`src/rtl/phase_accum.sv`:
```
// phase_accum: NCO phase accumulator. It has a pending-frequency handshake,
// a static phase offset, optional rounding to the output width and a
// one-deep registered output slot with valid/ready flow control.
module phase_accum #(
  parameter int PW       = 24,
  parameter int AW       = 12,
  parameter bit ROUND_EN = 1'b1
) (
  input  logic          clk_i,
  input  logic          rst_i,
  input  logic          run_i,
  input  logic          sync_i,
  input  logic [PW-1:0] freq_i,
  input  logic          freq_valid_i,
  output logic          freq_ready_o,
  input  logic [PW-1:0] offset_i,
  output logic          valid_o,
  input  logic          ready_i,
  output logic [1:0]    quadrant_o,
  output logic [AW-3:0] angle_o,
  output logic          wrap_o
);

  // Rounding adds half an output LSB. It only makes sense when bits are dropped.
  localparam bit            RND     = ROUND_EN && (PW > AW);
  localparam int            RSH     = (PW > AW) ? (PW - AW - 1) : 0;
  localparam logic [PW-1:0] RND_ADD = RND ? (PW'(1) << RSH) : '0;

  logic [PW-1:0] acc_q, acc_d;
  logic [PW-1:0] freq_q, freq_d;
  logic [PW-1:0] pend_q, pend_d;
  logic          pend_v_q, pend_v_d;
  logic          valid_q, valid_d;
  logic [1:0]    quad_q, quad_d;
  logic [AW-3:0] angle_q, angle_d;
  logic          wrap_q, wrap_d;

  logic          slot_free;
  logic          step;
  logic          hs;
  logic [PW:0]   sum;
  logic [AW-1:0] phase_top;

  // Step qualification, the accumulator adder with carry, and the output
  // phase. The output phase uses the pre-step accumulator so that the first
  // sample after a clear equals the offset.
  always_comb begin
    slot_free = !valid_q || ready_i;
    step      = run_i && !sync_i && slot_free;
    hs        = freq_valid_i && !pend_v_q;
    sum       = {1'b0, acc_q} + {1'b0, freq_q};
    phase_top = AW'((acc_q + offset_i + RND_ADD) >> (PW - AW));
  end

  // Next-state logic for the accumulator, frequency staging and output slot.
  always_comb begin
    acc_d    = acc_q;
    freq_d   = freq_q;
    pend_d   = pend_q;
    pend_v_d = pend_v_q;
    valid_d  = valid_q;
    quad_d   = quad_q;
    angle_d  = angle_q;
    wrap_d   = wrap_q;

    if (sync_i) begin
      acc_d = '0;
    end else if (step) begin
      acc_d = sum[PW-1:0];
    end

    // A pending increment becomes active at a sample boundary. It also
    // becomes active at once while idle or clearing, because no sample is
    // in progress then.
    if (pend_v_q && (step || !run_i || sync_i)) begin
      freq_d   = pend_q;
      pend_v_d = 1'b0;
    end

    if (hs) begin
      pend_d   = freq_i;
      pend_v_d = 1'b1;
    end

    if (step) begin
      valid_d = 1'b1;
      quad_d  = phase_top[AW-1:AW-2];
      angle_d = phase_top[AW-3:0];
      wrap_d  = sum[PW];
    end else if (slot_free) begin
      valid_d = 1'b0;
    end
  end

  // State registers with synchronous reset, which overrides every other input.
  always_ff @(posedge clk_i) begin
    if (rst_i) begin
      acc_q    <= '0;
      freq_q   <= '0;
      pend_q   <= '0;
      pend_v_q <= 1'b0;
      valid_q  <= 1'b0;
      quad_q   <= '0;
      angle_q  <= '0;
      wrap_q   <= 1'b0;
    end else begin
      acc_q    <= acc_d;
      freq_q   <= freq_d;
      pend_q   <= pend_d;
      pend_v_q <= pend_v_d;
      valid_q  <= valid_d;
      quad_q   <= quad_d;
      angle_q  <= angle_d;
      wrap_q   <= wrap_d;
    end
  end

  assign freq_ready_o = !pend_v_q;
  assign valid_o      = valid_q;
  assign quadrant_o   = quad_q;
  assign angle_o      = angle_q;
  assign wrap_o       = wrap_q;

endmodule

```
`config.mk`:
```
export PLATFORM = sky130hd
export DESIGN_NAME = phase_accum
export DESIGN_NICKNAME = d
export VERILOG_FILES = /design/src/rtl/phase_accum.sv
export SDC_FILE = /design/constraint.sdc
export NUM_CORES = 1
export LEC_CHECK = 0
export CORE_UTILIZATION = 60
export CTS_CLUSTER_SIZE = 24
export DETAILED_ROUTE_END_ITERATION = 7
export PLACE_DENSITY_LB_ADDON = 0.15
export SYNTH_ARGS = -nofsm -noshare
export SYNTH_HDL_FRONTEND = slang
export SYNTH_SLANG_ARGS = --single-unit
```
`constraint.sdc`:
```
create_clock -name clk_i -period 3.6 [get_ports clk_i]
set_input_delay 0.72 -clock clk_i [delete_from_list [all_inputs] [get_ports clk_i]]
set_output_delay 0.72 -clock clk_i [all_outputs]
set_load 0.005 [all_outputs]
```
Fig. 1: run 1, clock wiring as the flow saved it
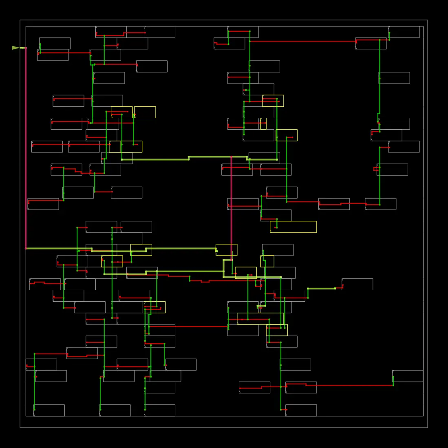
CTS buffer count: 9
Post-Route Skew: 0.01130 ns
flop count: 87
worst-skew pair later-pin latency: 0.36 ns

Fig. 2: run 1, cell sizes after repair
The bar under the picture is 20 um long.
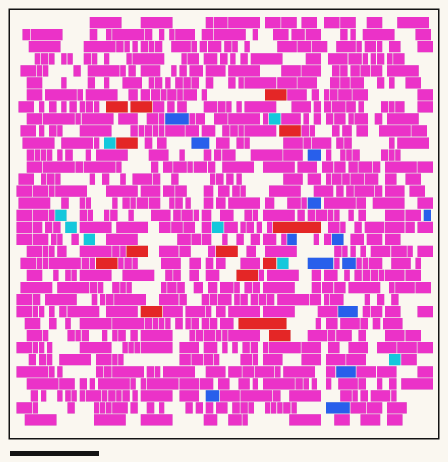
Key: x6 and larger = red [cells 14, share 1.9%, most used clkbuf_8]; x1 and smaller = magenta [cells 715, share 95%, most used nand2_1]; x2 = blue [cells 13, share 1.7%, most used a21oi_2]; x3 and x4 = cyan [cells 8, share 1.1%, most used buf_4]
fin area: 6346 sq um
bufs w/o clock: 75
final setup margin: 0.6626 ns
P&R area growth vs syn: 17.95%

Fig. 3: run 1, clock network drawn from the DEF
The bar under the picture is 20 um long.
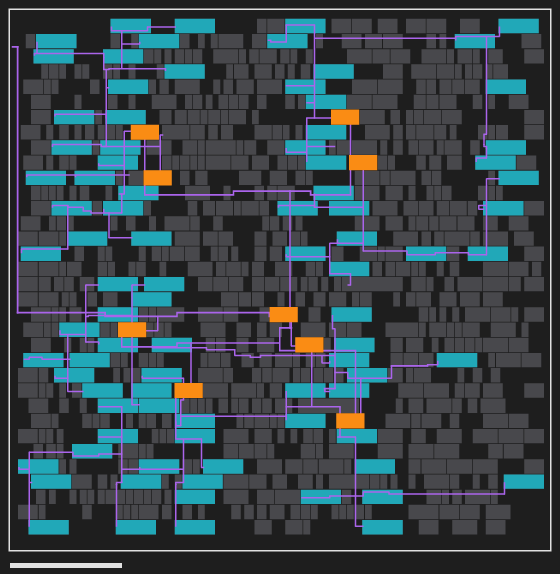
Key: clock wires = purple [length 1100 um]; clock-net drivers = orange [count 9]; flip-flops = cyan [count 87]
There are 10 routed clock nets.

Fig. 4: run 1, sequential cells grouped by signal name
Other sequential cells in the stronger grey, the rest of the logic in the fainter grey.
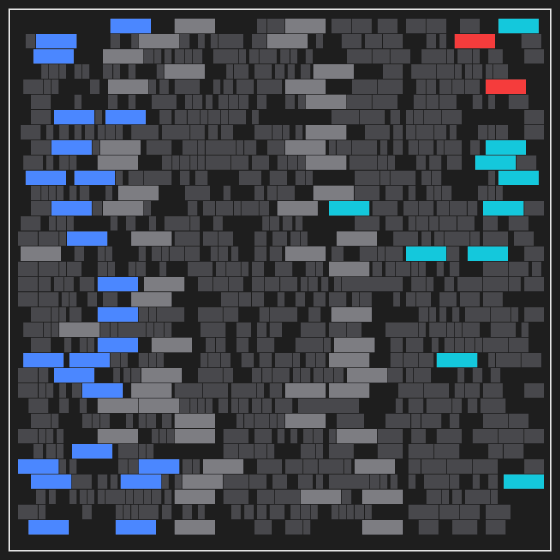
Key: `pend_q` = blue [flops 24]; `quadrant_o` = red [flops 2]; `angle_o` = cyan [flops 10]
Util after Layout: 72.77%
Seq area share: 27.44%
sequential power: 1.01 mW
register area: 1742 sq um

[run 1: critical path, delay by kind of cell]
family          cells  cell delay, ns
xor+xnor            1            0.19
simple gates        1            0.11
fa+ha+maj           2            0.60
compound gates      5            1.15
buf+inv             1            0.40
[run 1: sequential cells by signal (all words and copies together) (netlist names)]
| register | flops |
|---|---|
| acc_q | 24 |
| pend_q | 24 |
| freq_q | 24 |
| pend_v_q | 1 |
| valid_o | 1 |
| wrap_o | 1 |
| angle_o | 10 |
| quadrant_o | 2 |
[run 1: synthesized netlist by cell type (all sizes together) (10+ instances only)]
master | count | area, sq um
nor2 | 21 | 78.83
a21o | 10 | 75.07
dfxtp | 87 | 1742
xor2 | 17 | 148.9
a21oi | 101 | 513.0
nand2 | 171 | 641.9
o21ai | 45 | 229.0
ha | 67 | 838.3
inv | 15 | 56.30
xnor2 | 14 | 122.6
clkbuf | 26 | 100.1
[run 1: final cells by class]
cell class / count / area, sq um
clock buffer: 12 / 155.1
clock inverter: 4 / 76.32
fill: 693 / 2375
inverter: 15 / 56.30
multi-input combinational: 557 / 3453
sequential: 87 / 1742
tap: 108 / 135.1
timing repair buffer: 75 / 728.2
[run 1: metal layers]
layer	global-route usage (%)	part of all wire, %	up-vias
met5	0	0	-
met1	36.87	47	2281
met2	46.42	46	174
met3	4.552	5.9	20
met4	9.414	1.9	0
li1	-	-	2550
[run 1: power groups by stage]
stage	registers, mW	clock network (mW)	logic [mW]
final	1.01	0.788	0.268
after global routing	1.02	0.836	0.298
after CTS	1.01	0.801	0.268
after detailed placement	1.03	0	0.266
after global placement	1.03	0	0.260
after floorplan	1.03	0	0.152
==> flow_metrics.py, run 1 <==
# Physical implementation metrics
metrics = {
    "run_status": {
        "outcome": "finished clean",
    },
    "clock_tree": {
        "cts.htree.levels": 3,
        "cts.path.max_buffers": 2,
        "path_clk_slew_ns": 0.09,
        "cts_tree": "built",
        "ctsResizeCount": 0,
        "cts-root-buf": "clkbuf_8",
        "hold_buffers": 0,
        "postCtsSetupBuffers": 0,
        "cts_sinks": 87,
    },
    "worst_setup_path": {
        "critPathMaxStageDelay_ns": 0.42,
        "cp_max_fo": 3,
        "r2r_end": "angle_o[9]$_SDFFE_PP0P_",
        "worstReg2RegStart": "acc_q[2]$_SDFFE_PP0P_",
        "critPathCapture": "angle_o[9]$_SDFFE_PP0P_",
        "crit_start": "offset_i[2]",
        "critPathLaunchType": "primary input",
        "r2r_cells": 9,
        "worstPathArrival_ns": 3.18,
        "cp_cell_sequence": "clkdlybuf4s50_1 > ha_1 > ha_1 > nand4_2 > a221oi_2 > a211oi_2 > o41ai_2 > o21ai_1 > xor2_1 > o21ai_2",
        "critical_path_class": "in -> reg",
        "ff2ff_setup_slack_ns": 1.06,
    },
    "sta": {
        "relSlewSlack_pct": 47.83,
        "fmax_ghz": 0.3404,
        "min_period_over_period_pct": 81.60,
        "report.final.slew_viol_count": 0,
        "hold_violations": 0,
        "finalSetupViolCount": 0,
        "fin_crit_ns": 2.937,
        "worst_slew_pin_slew_ns": 0.7807,
        "rsz0062_at_grt": "no",
        "fin_tns_setup_ns": 0,
    },
    "hold_path": {
        "hp-class": "reg -> reg",
        "holdPathEnd": "freq_q[12]$_SDFFE_PP0P_",
        "hp-start": "pend_q[12]$_SDFFE_PP0P_",
        "holdPathStages": 2,
    },
    "synthesis": {
        "edf_count": 0,
        "ys_seq_share_pct": 32.37,
        "yosys_cells": 691,
        "numSynthFlops": 87,
        "mux_share_pct": 0,
        "fp_nets": 813,
        "compound_area_share_pct": 23.02,
        "syn_avg_cell_area_sq_um": 7.786,
        "synth_area_sq_um": 5380,
        "fa_ha_area_share_pct": 15.95,
        "async_reset_ff_share_pct": 0,
        "synth-simple-area-share_pct": 20.16,
        "synthCells": 691,
    },
    "grt": {
        "grt_pass1_wl_um": 21550,
        "grt_use_total_pct": 27.95,
        "grt_antenna_before_repair": 0,
        "grt_max_degree": 34,
    },
    "cells_and_area": {
        "layout-drive-gt1-share_pct": 4.667,
        "final_cell_count_no_fill": 858,
        "most-common-layout-cells": "nand2_1 (171), a21oi_1 (99), dfxtp_1 (87), ha_1 (67), clkdlybuf4s50_1 (67)",
        "nets": 867,
        "diodes": 0,
    },
    "drt": {
        "drtPass1Iterations": 4,
        "drc": 0,
        "vias_per_cell": 5.857,
        "initialDrtViolationCount": 233,
        "vias": 5025,
        "postRouteAntennaNets": 0,
    },
    "floorplanning": {
        "boundaryPins": 69,
        "fp_util_pct": 61.69,
        "num_rows": 34,
        "core_sq_um": 8721,
        "dieArea_sq_um": 9350,
        "chipHeight_um": 96.70,
    },
    "pwr": {
        "static-leakage-power_nw": 2.676,
        "seqPwrFrac_pct": 48.9,
        "total_power_mw": 2.068,
        "p_switching_mw": 0.5159,
        "clockPowerShare_pct": 38.1,
        "p_int_mw": 1.552,
        "power_frac_comb_pct": 12.9,
    },
    "run": {
        "drv_cap": 0,
        "warning_count": 26,
    },
    "placement": {
        "placed_cells": 842,
        "dpl_worst_slack_ns": 0.2930,
        "numPortBuffers": 68,
    },
}
Fig. 5: run 1, the metal 4 layer
Supply wires on this layer in grey.
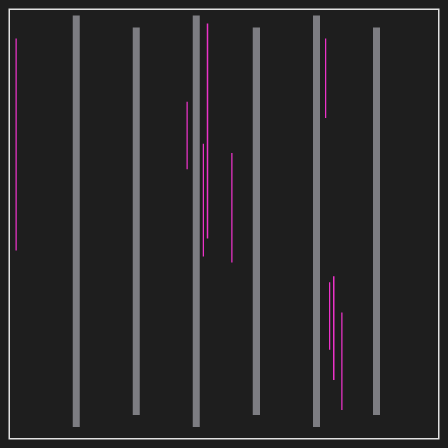

## Run 2: what changed since run 1
CORE_UTILIZATION = 51   (was 60)
clock period = 2.4 ns   (was 3.6 ns; I/O delays follow)
Fig. 6: run 2, the metal 4 layer
Supply wires on this layer in grey.
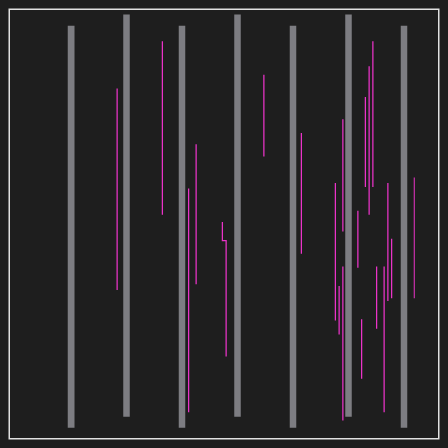
The layer holds 4.0% of the routed length. The layer carries 615 um of wire. The wires run mostly vertical. 18 nets have wire on it.
final wirelength: 15440 um
via count: 5313

Fig. 7: run 2, cell sizes after repair
The bar under the picture is 20 um long.
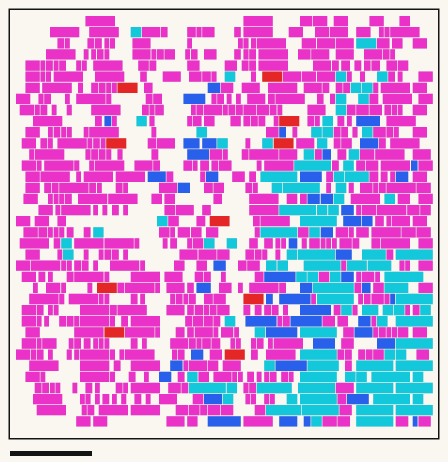
Key: x6 and larger = red [cells 10, share 1.2%, most used clkbuf_8]; x3 and x4 = cyan [cells 101, share 13%, most used buf_4]; x2 = blue [cells 51, share 6.4%, most used a21oi_2]; x1 and smaller = magenta [cells 639, share 80%, most used nand2_1]

==> run 2 against run 1 <==
Against the previous run:
- the flow now finishes with violations (negative setup slack)
- clock-buffer cell count decreased by 1
- worst hold slack improved by 0.0021 ns
- sequential power increased by about 50%
- clock power increased by 14%
- first-iteration DRC count increased by 87%
- clock skew decreased by 0.0044 ns
- final cell count increased by 9.2%
- routed wire length increased by 20%
- non-clock buffer count increased by 52
- critical path type unchanged
- largest power group unchanged
- highest routed layer unchanged
==> flow_metrics.py, run 2 <==
# Physical implementation metrics
metrics = {
    "synthesis": {
        "synth_area_leader_cell": "dfxtp_1",
        "async_reset_ff_share_pct": 0,
        "fp_nets": 813,
        "netlist.area_leader.share_pct": 32.37,
        "syn_avg_cell_area_sq_um": 7.786,
        "fa_ha_area_share_pct": 15.95,
        "yosys_cells": 691,
        "top_cell": "nand2_1",
        "ys_seq_share_pct": 32.37,
        "synth_area_sq_um": 5380,
        "edf_count": 0,
        "area_leaders": "dfxtp_1 (32%), ha_1 (16%), nand2_1 (12%)",
        "numSynthFlops": 87,
        "synthTopCellsByCount": "nand2_1 (171), a21oi_1 (99), dfxtp_1 (87)",
        "synth-simple-area-share_pct": 20.16,
    },
    "grt": {
        "grt_pass1_wl_um": 23000,
        "grt_antenna_before_repair": 0,
        "busiest_layer": "met2",
        "grt_max_degree": 52,
        "met2_usage_pct": 42.72,
        "grt_use_total_pct": 26.04,
        "met1_usage_pct": 33.48,
    },
    "cells_and_area": {
        "reg_top3": "acc_q: 24 flops, freq_q: 24 flops, pend_q: 24 flops",
        "most-common-layout-cells": "nand2_1 (170), a21oi_1 (86), dfxtp_1 (78), buf_4 (59), clkdlybuf4s50_1 (55)",
        "logic_area_sq_um": 4040,
        "diodes": 0,
        "post-route-util_pct": 70.99,
        "final_cell_area_sq_um": 7296,
        "area_growth_pct": 35.60,
        "nets": 919,
        "fillers": 815,
        "final_cell_count_no_fill": 937,
    },
    "hold_path": {
        "hp-class": "reg -> reg",
        "holdPathStages": 2,
    },
    "sta": {
        "rsz0062_at_grt": "yes",
        "finalSetupViolCount": 4,
        "fin_tns_setup_ns": -0.04071,
        "relSlewSlack_pct": 50.10,
        "hold_violations": 0,
        "setup_ws_ns": -0.03008,
        "worst_slew_pin_slew_ns": 0.7466,
        "min_period_over_period_pct": 101.3,
        "skew_ns": 0.006935,
        "fin_crit_ns": 2.430,
    },
    "placement": {
        "numPortBuffers": 68,
        "placed_cells": 917,
        "dpl_worst_slack_ns": -0.6085,
    },
    "run_status": {
        "violations": "negative setup slack",
        "outcome": "finished with violations",
    },
    "floorplanning": {
        "boundaryPins": 69,
        "core_sq_um": 10280,
        "chipHeight_um": 104.7,
        "fp_util_pct": 52.35,
        "dieArea_sq_um": 10960,
        "num_rows": 37,
    },
    "run": {
        "warning_count": 28,
        "drv_cap": 0,
    },
    "drt": {
        "postRouteAntennaNets": 0,
        "vias_per_cell": 5.670,
        "drc": 0,
        "initialDrtViolationCount": 435,
    },
    "pwr": {
        "total_power_mw": 2.926,
        "static-leakage-power_nw": 2.965,
    },
    "worst_setup_path": {
        "cp_max_fo": 3,
        "critical_path_class": "in -> reg",
        "critPathLaunchType": "primary input",
        "worstPathArrival_ns": 2.67,
    },
    "clock_tree": {
        "cts.htree.levels": 3,
        "insertion_delay_ns": 0.36,
        "cts-root-buf": "clkbuf_8",
        "cts.path.max_buffers": 2,
        "cts_sinks": 87,
    },
}
-- run 2: area by class of cell --
type | count | area share, %
multi-input cells | 557 | 55.38
flip-flops and latches | 87 | 24.10
repair buffers | 127 | 15.18
well taps | 136 | 2.332
clock buffers | 11 | 1.938
inverters | 15 | 0.7717
clock inverters | 4 | 0.3087
-- run 2: worst paths after layout --
path | start | end | slack, ns
worst max-delay path | offset_i[9] | quadrant_o[1]$_SDFFE_PP0P_ | -0.03
worst min-delay path | pend_q[13]$_SDFFE_PP0P_ | freq_q[13]$_SDFFE_PP0P_ | 0.45
worst max register to register | acc_q[11]$_SDFFE_PP0P_ | quadrant_o[1]$_SDFFE_PP0P_ | -0.02
worst min register to register | pend_q[13]$_SDFFE_PP0P_ | freq_q[13]$_SDFFE_PP0P_ | 0.45
-- run 2: logic make-up (layout without fill, tap and decap cells) --
group,Yosys count,count (layout)
xor+xnor,31,31
compound gates,208,208
fa+ha+maj,68,68
buf+inv,47,157
simple gates,250,250
flops,87,87
-- run 2: where the power goes --
part	switching (mW)	internal, mW
combinational	0.262	0.250
sequential	0.0288	1.49
clock	0.504	0.394
-- run 2: worst max-delay path, cell delays in order --
cell,delay (ns)
clkdlybuf4s50_1,0.50
ha_4,0.21
ha_4,0.26
nand2_1,0.11
nor4_2,0.30
o221ai_2,0.20
a31oi_2,0.31
a31oi_1,0.15
nand2_1,0.08
o211ai_1,0.08
-- run 2: metal layers --
metal  routed length (um)  up-vias
li1                     -     2653
met1                 6916     2440
met2                 7276      172
met3                  629       48
met4                  614        0
met5                    0        -
-- run 2: timing repair --
action                                  in CTS  in global routing
hold buffers                                 0                  0
gates resized                               47                 62
gates cloned                                 0                  0
setup buffers                                2                  3
endpoints found under the setup margin      11                 18
pin swaps                                   29                 28
Power is estimated from default activity; no workload was simulated.
